**Wire density map**

Scale: 0.5 px per um. 18 x 21 tiles, from dark purple (low) to yellow (high), scaled to the fullest tile. Values are wire area over tile area, all layers added.
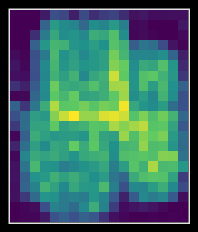
**Cell outlines without signal wires**

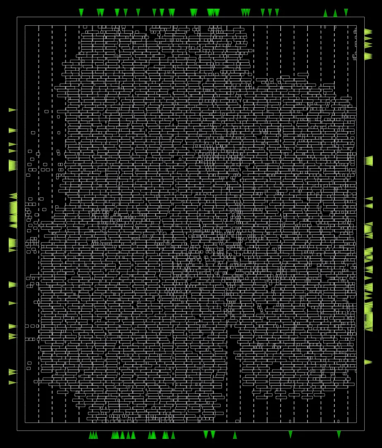
**Routed metal, one colour a layer**

Scale: 1 px per um. Only two layers are drawn.
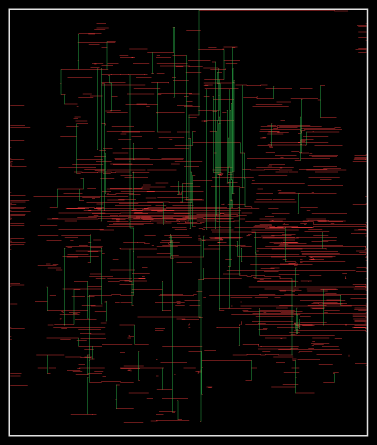
**Close-up of the layout**

Region (163, 197) to (193, 227) um. Cells in grey, sequential cells in the stronger grey; small squares are vias.
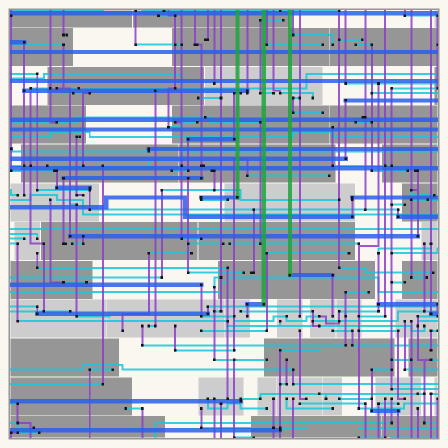
[src/rtl/jpeg_stream_arbiter.sv]
// jpeg_stream_arbiter: buffers the Y, Cb and Cr Huffman word streams in per-channel FIFOs
// and serializes them in MCU order (Y block, Cb block, Cr block, repeat).
// Optional feature: define JSA_MCU_COUNT_EN to enable the completed-MCU counter;
// without it mcu_count is tied to zero.
module jpeg_stream_arbiter #(
    parameter int unsigned DATA_W = 32,
    parameter int unsigned ORC_W  = 5,
    parameter int unsigned DEPTH  = 16
) (
    input  logic              clk,
    input  logic              rst,
    input  logic [DATA_W-1:0] y_data,
    input  logic              y_valid,
    input  logic [ORC_W-1:0]  y_orc,
    input  logic              y_eob,
    input  logic [DATA_W-1:0] cb_data,
    input  logic              cb_valid,
    input  logic [ORC_W-1:0]  cb_orc,
    input  logic              cb_eob,
    input  logic [DATA_W-1:0] cr_data,
    input  logic              cr_valid,
    input  logic [ORC_W-1:0]  cr_orc,
    input  logic              cr_eob,
    output logic [DATA_W-1:0] out_data,
    output logic [ORC_W-1:0]  out_orc,
    output logic [1:0]        out_chan,
    output logic              out_last,
    output logic              out_valid,
    input  logic              out_ready,
    output logic              ovf_err,
    output logic              busy,
    output logic [15:0]       mcu_count
);
    localparam int unsigned AW = $clog2(DEPTH);
    // Entry layout: {data, orc, last, nodata}
    localparam int unsigned EW = DATA_W + ORC_W + 2;

    typedef enum logic [1:0] {StY = 2'd0, StCb = 2'd1, StCr = 2'd2} state_e;

    state_e        state_q;
    logic [EW-1:0] mem_q    [3][DEPTH];
    logic [AW-1:0] wr_ptr_q [3];
    logic [AW-1:0] rd_ptr_q [3];
    logic [AW:0]   cnt_q    [3];

    logic [EW-1:0] push_entry [3];
    logic [EW-1:0] head       [3];
    logic [2:0]    push_req, push_ok, pop, full, empty;

    logic          accept, adv_last, load_en, pop_src, src_marker, marker_pop;
    state_e        src;
    logic [EW-1:0] src_head;

    function automatic state_e next_chan(input state_e s);
        case (s)
            StY:     return StCb;
            StCb:    return StCr;
            default: return StY;
        endcase
    endfunction

    // An eob without a valid word becomes a zero-data marker entry
    assign push_req      = {cr_valid | cr_eob, cb_valid | cb_eob, y_valid | y_eob};
    assign push_entry[0] = y_valid  ? {y_data, y_orc, y_eob, 1'b0}
                                    : {{DATA_W{1'b0}}, {ORC_W{1'b0}}, 2'b11};
    assign push_entry[1] = cb_valid ? {cb_data, cb_orc, cb_eob, 1'b0}
                                    : {{DATA_W{1'b0}}, {ORC_W{1'b0}}, 2'b11};
    assign push_entry[2] = cr_valid ? {cr_data, cr_orc, cr_eob, 1'b0}
                                    : {{DATA_W{1'b0}}, {ORC_W{1'b0}}, 2'b11};

    // FIFO status per channel
    always_comb begin
        for (int c = 0; c < 3; c++) begin
            head[c]  = mem_q[c][rd_ptr_q[c]];
            empty[c] = (cnt_q[c] == '0);
            full[c]  = (cnt_q[c] == (AW+1)'(DEPTH));
        end
    end

    // Pop selection: after an accepted last word the next load already comes from the
    // following channel; a marker found there is deferred one cycle so the state only
    // ever advances by one channel per edge.
    always_comb begin
        accept     = out_valid & out_ready;
        adv_last   = accept & out_last;
        src        = adv_last ? next_chan(state_q) : state_q;
        load_en    = !out_valid | out_ready;
        src_head   = head[src];
        src_marker = src_head[0];
        pop_src    = load_en & !empty[src] & !(adv_last & src_marker);
        marker_pop = pop_src & src_marker;
        pop        = 3'b000;
        pop[src]   = pop_src;
        push_ok    = push_req & (~full | pop);
    end

    // FIFO storage; pointers reset, contents need not
    always_ff @(posedge clk) begin
        for (int c = 0; c < 3; c++) begin
            if (push_ok[c]) mem_q[c][wr_ptr_q[c]] <= push_entry[c];
        end
    end

    // FIFO pointers and occupancy
    always_ff @(posedge clk or negedge rst) begin
        if (!rst) begin
            for (int c = 0; c < 3; c++) begin
                wr_ptr_q[c] <= '0;
                rd_ptr_q[c] <= '0;
                cnt_q[c]    <= '0;
            end
        end else begin
            for (int c = 0; c < 3; c++) begin
                if (push_ok[c]) wr_ptr_q[c] <= wr_ptr_q[c] + AW'(1);
                if (pop[c])     rd_ptr_q[c] <= rd_ptr_q[c] + AW'(1);
                if (push_ok[c] && !pop[c])      cnt_q[c] <= cnt_q[c] + (AW+1)'(1);
                else if (!push_ok[c] && pop[c]) cnt_q[c] <= cnt_q[c] - (AW+1)'(1);
            end
        end
    end

    // Sticky overflow flag
    always_ff @(posedge clk or negedge rst) begin
        if (!rst) begin
            ovf_err <= 1'b0;
        end else if (|(push_req & ~push_ok)) begin
            ovf_err <= 1'b1;
        end
    end

    // Channel sequencer with the registered output stage
    always_ff @(posedge clk or negedge rst) begin
        if (!rst) begin
            state_q   <= StY;
            out_data  <= '0;
            out_orc   <= '0;
            out_chan  <= '0;
            out_last  <= 1'b0;
            out_valid <= 1'b0;
        end else begin
            if (load_en) begin
                out_valid <= pop_src & !src_marker;
                if (pop_src && !src_marker) begin
                    out_data <= src_head[EW-1 -: DATA_W];
                    out_orc  <= src_head[2 +: ORC_W];
                    out_last <= src_head[1];
                    out_chan <= src;
                end
            end
            if (adv_last) begin
                state_q <= src;
            end else if (marker_pop) begin
                state_q <= next_chan(state_q);
            end
        end
    end

`ifdef JSA_MCU_COUNT_EN
    logic mcu_inc;
    assign mcu_inc = (state_q == StCr) & (adv_last | marker_pop);

    // Completed-MCU counter, wraps naturally
    always_ff @(posedge clk or negedge rst) begin
        if (!rst) begin
            mcu_count <= '0;
        end else if (mcu_inc) begin
            mcu_count <= mcu_count + 16'd1;
        end
    end
`else
    assign mcu_count = 16'h0000;
`endif

    assign busy = out_valid | (|(~empty));

endmodule
[config.mk]
export PLATFORM = sky130hd
export DESIGN_NAME = jpeg_stream_arbiter
export DESIGN_NICKNAME = d
export VERILOG_FILES = /design/src/rtl/jpeg_stream_arbiter.sv
export SDC_FILE = /design/constraint.sdc
export NUM_CORES = 2
export LEC_CHECK = 0
export CORE_ASPECT_RATIO = 1.2
export CORE_MARGIN = 8
export CORE_UTILIZATION = 55
export DETAILED_ROUTE_END_ITERATION = 8
export PLACE_DENSITY = 0.72
export SETUP_SLACK_MARGIN = 0.2
export SYNTH_ARGS = -nofsm -noshare
export SYNTH_HDL_FRONTEND = slang
export SYNTH_SLANG_ARGS = --single-unit
[constraint.sdc]
create_clock -name clk -period 8.35 [get_ports clk]
set_input_delay 1.2525 -clock clk [delete_from_list [all_inputs] [get_ports clk]]
set_output_delay 1.2525 -clock clk [all_outputs]
set_load 0.03 [all_outputs]
==> flow_summary.json <==
{
  "clkCellAreaFrac_pct": 6.59,
  "fp_util_pct": 55.2,
  "setup_viol": 0,
  "drt-met1-wl_um": 69400,
  "ant_nets": 0,
  "synth_top_cell_by_count": "edfxtp_1",
  "drive_gt1_share_pct": 21.9,
  "postCtsSetupRepairBufs": 0,
  "clockBufferDepth": 3,
  "nMultiInputCombCells": 1481,
  "synth-async-reset-ratio_pct": 4.25,
  "synth_cell_type_count": 56,
  "dr_wl_met3_um": 15200,
  "cp-end-kind": "flip-flop",
  "crit_path_cell_trace": "clkdlybuf4s50_1, nand3_1, and2_1, nand2b_1, nand2_1, and4b_1, a21oi_2, inv_1, ha_1, inv_1, ha_1, a21o_1, a21oi_1, xnor2_1, nor2_1, xor2_1",
  "cts_tree": "yes",
  "r2r_setup_slack_ns": 3.11,
  "fill_cells": 9391,
  "crit_fanout": 31,
  "clock.fmax_ghz": 0.176,
  "synthDominantCellAreaShare_pct": 73.3,
  "edf_count": 1872,
  "wl_um": 177000,
  "grt_busiest_layer": "met2",
  "final-hold-violation-count": 0,
  "hold_class": "input port to async pin",
  "wl_per_cell_um": 30.3,
  "synth_top_flop_cell": "edfxtp_1",
  "grt_pass1_wl_um": 258000,
  "die_w_um": 357,
  "status": "completed",
  "dominant_cells": "registers",
  "critPathLaunchType": "input port",
  "rsz0062_at_grt": "false",
  "buffers": 232,
  "common_cells": "edfxtp_1, mux4_2, o21ai_0, mux2i_1, and2_1",
  "fp.coreArea_sq_mm": 0.139,
  "grt_max_degree": 115,
  "postSynthCellCount": 3668,
  "p_per_area_mw_per_mm2": 364,
  "mostFrequentLayoutCells": "edfxtp_1, mux4_2, o21ai_0, clkbuf_16, mux2i_1",
  "top_layer": "met5",
  "cp_top_family": "simple AND/OR/NAND/NOR gates",
  "vias": 36800,
  "ys.flops": 1955,
  "cts_buffers": 179,
  "grt_use_met3_pct": 4.90,
  "maxSlewViolCount": 0,
  "critPathKind": "input port to flip-flop",
  "fin_skew_ns": 0.0387,
  "place_area_sq_mm": 0.0803,
  "remaining_drc_errors": 0,
  "nets": 4020,
  "syn_area_sq_mm": 0.0766,
  "wl_met2_um": 86800,
  "grt_overflow_total": 0,
  "cap_violations": 0,
  "routed_via_density": 6.29,
  "met1_usage_pct": 32.3,
  "use_met2_pct": 37.4,
  "nClkBuffers": 230,
  "cts-hold-fix-buffers": 0,
  "synthToLayoutAreaGrowth_pct": 12.1,
  "area_leaders": "edfxtp_1, mux4_2, dfrtp_1, mux2i_1, o21ai_0",
  "critPathRequiredTime_ns": 9.04,
  "yosys_cells": 3668,
  "synth_warnings": 0,
  "design.seq.count": 1955,
  "crit_slowest_cell": "and2_1",
  "port_buffers": 162,
  "tap_cells": 1824,
  "synth_top_cell_by_area": "edfxtp_1",
  "tns_ns": 0,
  "antenna_found_initial": 6,
  "yosysSeqAreaShare_pct": 76.1,
  "inverters": 21,
  "cts.repair.resized": 0,
  "dpl.hpwl_um": 108000,
  "comb_area_sq_mm": 0.0174,
  "clock-root-buffer": "clkbuf_16",
  "clock.latency.late_pin_ns": 0.81,
  "vdd_drop_max_uv": 301,
  "critPathArrivalTime_ns": 6.38,
  "max-slew-margin-rel_pct": 19.0,
  "final_core_util_pct": 61.9,
  "timing.hold.ws_ns": 0.412,
  "avgSynthCellArea_sq_um": 20.9,
  "worst-slew-pin-transition_ns": 1.21,
  "clk_pin_slew_ns": 0.06,
  "worst-path-buf-inv": 3,
  "total_leakage_power_nw": 27.8,
  "log.warning_count": 39,
  "antenna_cells": 4,
  "drtIter0Drc": 4372,
  "io_pins": 179,
  "layout.cells.most_common": "edfxtp_1",
  "seq_area_sq_mm": 0.0583,
  "dr.pass1.iters": 5,
  "critPathMaxStageDelay_ns": 0.82,
  "gr-usage-all-layers_pct": 23.3,
  "gp_congestion": 0.878,
  "cts.htree.levels": 4,
  "ys_chip_area_sq_mm": 0.0766,
  "grt_pass1_vias": 36900,
  "final_area_sq_mm": 0.0859,
  "comb_share_pct": 20.3,
  "buffer_area_share_pct": 2.49,
  "fin_crit_ns": 5.69,
  "fin_crit_sh_pct": 68.1,
  "die-area_sq_mm": 0.152,
  "clock-sinks": 1955,
  "die_h_um": 425
}
Notes on 'wire density map' above:
tiles over half the peak: 50%
mean over tiles: 0.19
fullest tile: 0.43
nearly empty tiles: 9.5%
densest ninth of the die: centre

Notes on 'cell outlines without signal wires' above:
Seq/total area: 67.9%
FP Rows: 150

Notes on 'routed metal, one colour a layer' above:
legend:
  M3:
    colour: red
    wire_length: 15,200 um
  M4:
    colour: green
    wire_length: 5,610 um

Notes on 'close-up of the layout' above:
legend:
  M3:
    colour: blue
  M2:
    colour: purple
  M1:
    colour: cyan
  M4:
    colour: green
netlist names of flops here include: mem_q (14)
cells with their middle in the window: 33
sequential cells in the window: 16
most frequent: edfxtp_1 (14), o21ai_0 (6), a41oi_1 (4)

[through the flow]
| step | worst slack [ns] | power [mW] | std cells |
|---|---|---|---|
| 3_5_place_dp | 1.93 | 23.6 | 5513 |
| 3_3_place_gp | 2.02 | 23.4 | 5513 |
| 5_1_grt | 2.32 | 32.5 | 5844 |
| 4_1_cts | 2.79 | 31.5 | 5844 |
| 6_report | 2.66 | 31.3 | 5848 |
| 2_1_floorplan | 2.47 | 20.0 | 3683 |
[path summary, 6_finish.rpt]
kind,start,end,cells past startpoint
setup / recovery,out_ready,cnt_q[14],16
hold / removal,rst,out_data[5],1
min in group clk,out_data[19],out_data[19],1
hold reg to reg,out_data[19],out_data[19],1
max in group asynchronous,rst,rd_ptr_q[1],2
setup reg to reg,out_valid,cnt_q[14],15
[report_power, final]
group          total (mW)  switching [mW]  internal (mW)  leakage [nW]
sequential           13.5           0.968           12.5          18.2
combinational        9.87            5.84           4.02          6.93
clock                7.94            3.54           4.40          2.75
[cell families (layout without fill, tap and decap cells)]
| logic type | Yosys count | count (layout) | share of synthesized area [%] |
|---|---|---|---|
| compound gates | 422 | 422 | 3.57 |
| xor+xnor | 33 | 33 | 0.377 |
| fa+ha+maj | 30 | 30 | 0.519 |
| buf+inv | 247 | 584 | 1.50 |
| flops | 1955 | 1955 | 76.1 |
| mux | 649 | 649 | 15.7 |
| other cells | 1 | 20 | 0.00489 |
| simple gates | 331 | 331 | 2.29 |
[registers in the layout, summed over array words and instances, names as in the netlist]
name,flops
cnt_q,15
mem_q,1872
out_chan,2
out_data,32
out_last,1
out_orc,5
out_valid,1
ovf_err,1
rd_ptr_q,12
state_q,2
wr_ptr_q,12
Power is estimated from default activity; no workload was simulated.
